<file path="src/rtl/seq_gen_pkg.sv">
// Shared types for the serial pattern generator:
// FSM state encoding and the default pass-length type.
package seq_gen_pkg;

    typedef enum logic [1:0] {
        IDLE,
        SHIFT,
        DONE
    } state_t;

    localparam int DEF_WIDTH = 8;

    typedef logic [$clog2(DEF_WIDTH+1)-1:0] len_t;

endpackage

</file>
<file path="src/rtl/seq_piso.sv">
// Parallel-in/serial-out register; the loaded word is left-aligned
// so bit len-1 sits at the MSB and leaves first.
module seq_piso #(
    parameter int WIDTH = 8,
    parameter int LW    = $clog2(WIDTH+1)
) (
    input  logic             clk,
    input  logic             reset,
    input  logic             load,
    input  logic             shift,
    input  logic [WIDTH-1:0] data,
    input  logic [LW-1:0]    len,
    output logic             head,
    output logic             msb,
    output logic             next
);

    localparam logic [LW-1:0] FULL = LW'(WIDTH);

    logic [WIDTH-1:0] aligned;
    logic [WIDTH-1:0] sreg;

    assign aligned = data << (FULL - len);
    assign head    = aligned[WIDTH-1];
    assign msb     = sreg[WIDTH-1];
    assign next    = sreg[WIDTH-2];

    // Zero fill means the register drains to 0 once a pass is shifted out
    always_ff @(posedge clk or negedge reset) begin
        if (!reset) begin
            sreg <= '0;
        end else if (load) begin
            sreg <= aligned;
        end else if (shift) begin
            sreg <= sreg << 1;
        end
    end

endmodule

</file>
<file path="src/rtl/seq_pattern_gen.sv">
// Serial pattern transmitter: emits the low load_len bits MSB-first,
// repeated load_repeat extra times, with a same-as-previous-bit flag.
module seq_pattern_gen
    import seq_gen_pkg::*;
#(
    parameter int WIDTH = 8,
    parameter int CNT_W = 4
) (
    input  logic                       clk,
    input  logic                       reset,
    input  logic                       load_valid,
    output logic                       load_ready,
    input  logic [WIDTH-1:0]           load_data,
    input  logic [$clog2(WIDTH+1)-1:0] load_len,
    input  logic [CNT_W-1:0]           load_repeat,
    output logic                       serial_out,
    output logic                       out_valid,
    output logic                       pair_flag,
    output logic                       done
);

    localparam int LW = $clog2(WIDTH+1);
    localparam logic [LW-1:0] FULL = LW'(WIDTH);

    state_t           state;
    logic [LW-1:0]    bit_cnt;
    logic [LW-1:0]    len_q;
    logic [CNT_W-1:0] rep_cnt;
    logic [WIDTH-1:0] saved;

    logic [LW-1:0]    eff_len;
    logic             reload;
    logic             piso_load;
    logic             piso_shift;
    logic [WIDTH-1:0] piso_data;
    logic [LW-1:0]    piso_len;
    logic             piso_head;
    logic             piso_next;

    assign load_ready = (state == IDLE);

    assign eff_len = (load_len == '0 || load_len > FULL) ? FULL : load_len;

    assign reload = (state == SHIFT) && (bit_cnt == LW'(1))
                    && (rep_cnt != '0);

    assign piso_load  = (load_ready && load_valid) || reload;
    assign piso_shift = (state == SHIFT) && !reload;
    assign piso_data  = load_ready ? load_data : saved;
    assign piso_len   = load_ready ? eff_len : len_q;

    seq_piso #(
        .WIDTH (WIDTH),
        .LW    (LW)
    ) u_piso (
        .clk   (clk),
        .reset (reset),
        .load  (piso_load),
        .shift (piso_shift),
        .data  (piso_data),
        .len   (piso_len),
        .head  (piso_head),
        .msb   (serial_out),
        .next  (piso_next)
    );

    always_ff @(posedge clk or negedge reset) begin
        if (!reset) begin
            state     <= IDLE;
            bit_cnt   <= '0;
            len_q     <= '0;
            rep_cnt   <= '0;
            saved     <= '0;
            out_valid <= 1'b0;
            pair_flag <= 1'b0;
            done      <= 1'b0;
        end else begin
            unique case (state)
                IDLE: begin
                    if (load_valid) begin
                        saved     <= load_data;
                        len_q     <= eff_len;
                        bit_cnt   <= eff_len;
                        rep_cnt   <= load_repeat;
                        out_valid <= 1'b1;
                        pair_flag <= 1'b0;
                        state     <= SHIFT;
                    end
                end
                SHIFT: begin
                    if (bit_cnt == LW'(1)) begin
                        if (rep_cnt != '0) begin
                            // Next pass starts with no gap
                            rep_cnt   <= rep_cnt - CNT_W'(1);
                            bit_cnt   <= len_q;
                            pair_flag <= (piso_head == serial_out);
                        end else begin
                            out_valid <= 1'b0;
                            pair_flag <= 1'b0;
                            done      <= 1'b1;
                            state     <= DONE;
                        end
                    end else begin
                        bit_cnt   <= bit_cnt - LW'(1);
                        pair_flag <= (piso_next == serial_out);
                    end
                end
                DONE: begin
                    done  <= 1'b0;
                    state <= IDLE;
                end
                default: state <= IDLE;
            endcase
        end
    end

endmodule

</file>
<file path="config.mk">
export PLATFORM = sky130hd
export DESIGN_NAME = seq_pattern_gen
export DESIGN_NICKNAME = d
export VERILOG_FILES = /design/src/rtl/seq_gen_pkg.sv /design/src/rtl/seq_piso.sv /design/src/rtl/seq_pattern_gen.sv
export SDC_FILE = /design/constraint.sdc
export NUM_CORES = 1
export LEC_CHECK = 0
export ABC_CLOCK_PERIOD_IN_PS = 5900
export CAP_MARGIN = 0
export CORE_ASPECT_RATIO = 1.25
export CORE_MARGIN = 3
export CORE_UTILIZATION = 61
export DETAILED_ROUTE_END_ITERATION = 12
export PLACE_DENSITY = 0.93
export SYNTH_ARGS = -nofsm -noshare
export SYNTH_HDL_FRONTEND = slang
export SYNTH_SLANG_ARGS = --single-unit
</file>
<file path="constraint.sdc">
create_clock -name clk -period 5.9 [get_ports clk]
set_input_delay 1.77 -clock clk [delete_from_list [all_inputs] [get_ports clk]]
set_output_delay 1.77 -clock clk [all_outputs]
set_load 0.01 [all_outputs]
</file>
final_clocks.png
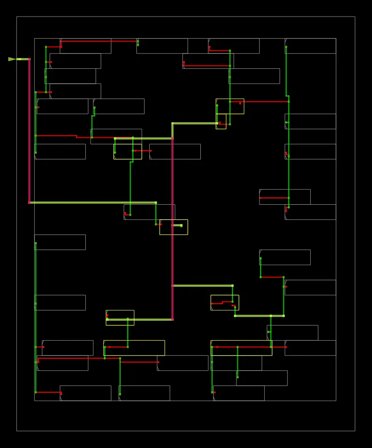
flop count: 33
clk latency late pin: 290 ps
CTS sink count: 33
skew final: 4.48 ps

zoom.png
Window x 0 to 40, y 35 to 75 um. Cells in gray, sequential cells in the stronger gray; small squares are vias.
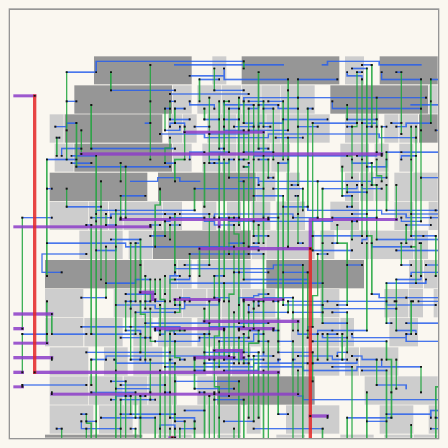
[met1] blue
[met2] green
[met4] red
[met3] purple
sequential cells in the window: 13
most frequent: dfrtp_1 (13), nand2_1 (12)
cells with their middle in the window: 119
netlist names of flops here include: `bit_cnt` (4), `len_q` (4), `state` (2)

metal_stack.png
Only two layers are drawn.
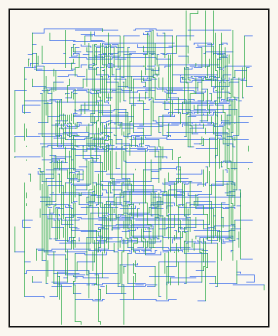
[met2] green | wire length: 2660 um
[met1] blue | wire length: 2340 um

registers.png
Bar = 20 um. Other sequential cells in the stronger gray, the rest of the logic in the fainter gray.
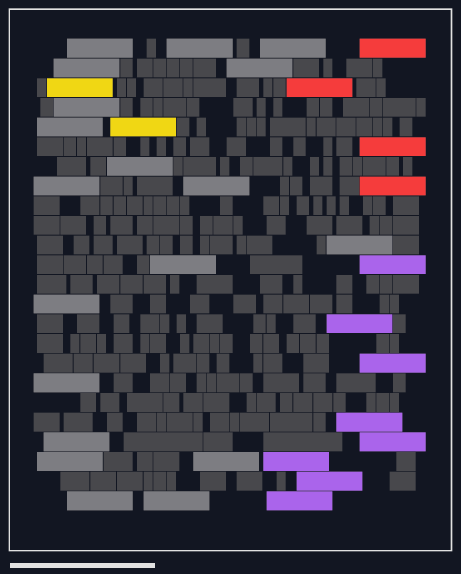
[`rep_cnt`] red | placed flops: 4 | where: north-east
[`state`] yellow | placed flops: 2
[`u_piso.sreg`] purple | placed flops: 8 | where: south-east

==> results.toml <==
# yosys + openroad results
[logic_synthesis]
ys_cells = 273
syn-cell-area_um2 = 2300
yosys.area.top_type = "dfrtp_1"
edf_count = 0
synth_warnings = 0
mux_share = 0.0713
ys_sh_simple = 0.239
ys.flop_type = "dfrtp_1"
yosysUniqueCellTypes = 55
logic_family = "AND-OR/OR-AND gates"

[power_and_ir_drop]
power.share.clock = 0.172
clock_power_w = 0.000255
p_total_w = 0.00148
pg_comb_w = 0.000804
internal_power_w = 0.000845
powerSeq_w = 0.000421

[cells_and_area]
comb_share = 0.518
nFillCells = 269
seqCellArea_um2 = 826
final-clk-cell-share = 0.0504
lay_top_count = "dfrtp_1"
finish.utilization = 0.750
comb_area_um2 = 1380
dominant_cells = "combinational gates"
syn_to_final_growth_pct = 15.6
nClkBuffers = 5
logic_gates = 219

[floorplanning]
die_area_um2 = 4550
initCoreUtil = 0.649
chipWidth_um = 60.9

[setup_path]
critPathMaxFanout = 15
critical-path-top-delay-family = "simple AND/OR/NAND/NOR gates"
cp_slowest_stage_delay_ps = 620
crit_path_start_kind = "input port"
crit_path_start = "load_len[3]"
endpoint = "u_piso.sreg[2]"
cpMaxStageDelayCell = "or4b_1"
endpoint_kind = "register"

[grt]
busiest_layer = "met2"
grt_use_met3 = 0.0532
grt_pass1_vias = 2021
antenna_found_initial = 0

[placement]
dp_hpwl_um = 4030
place_ws_ps = 1470
dp.cells = 324
placed_cell_area_um2 = 2520
place_congestion = 0.943

[route]
num_vias = 2168
wl_met1_um = 2340
firstDrtPassIters = 4
top_layer_used = "met4"
antenna_left = 0
met3_length_um = 347

[sta]
drv_slew = 0
setup_viol = 0
rsz0062_at_grt = "false"
hold_viol = 0
fmax_ghz = 0.241
tns_ps = 0

[clock_network]
cts_setup_buffers = 0
cts-root-buf = "clkbuf_8"
clk_pin_slew_ps = 70
cts.path.max_buffers = 2
ctsHoldBuffers = 0
htreeDepth = 2

[min_path]
hold_end = "u_piso.sreg[0]"
hp-start = "u_piso.sreg[0]"

[status]
status = "finished, final reports clean"
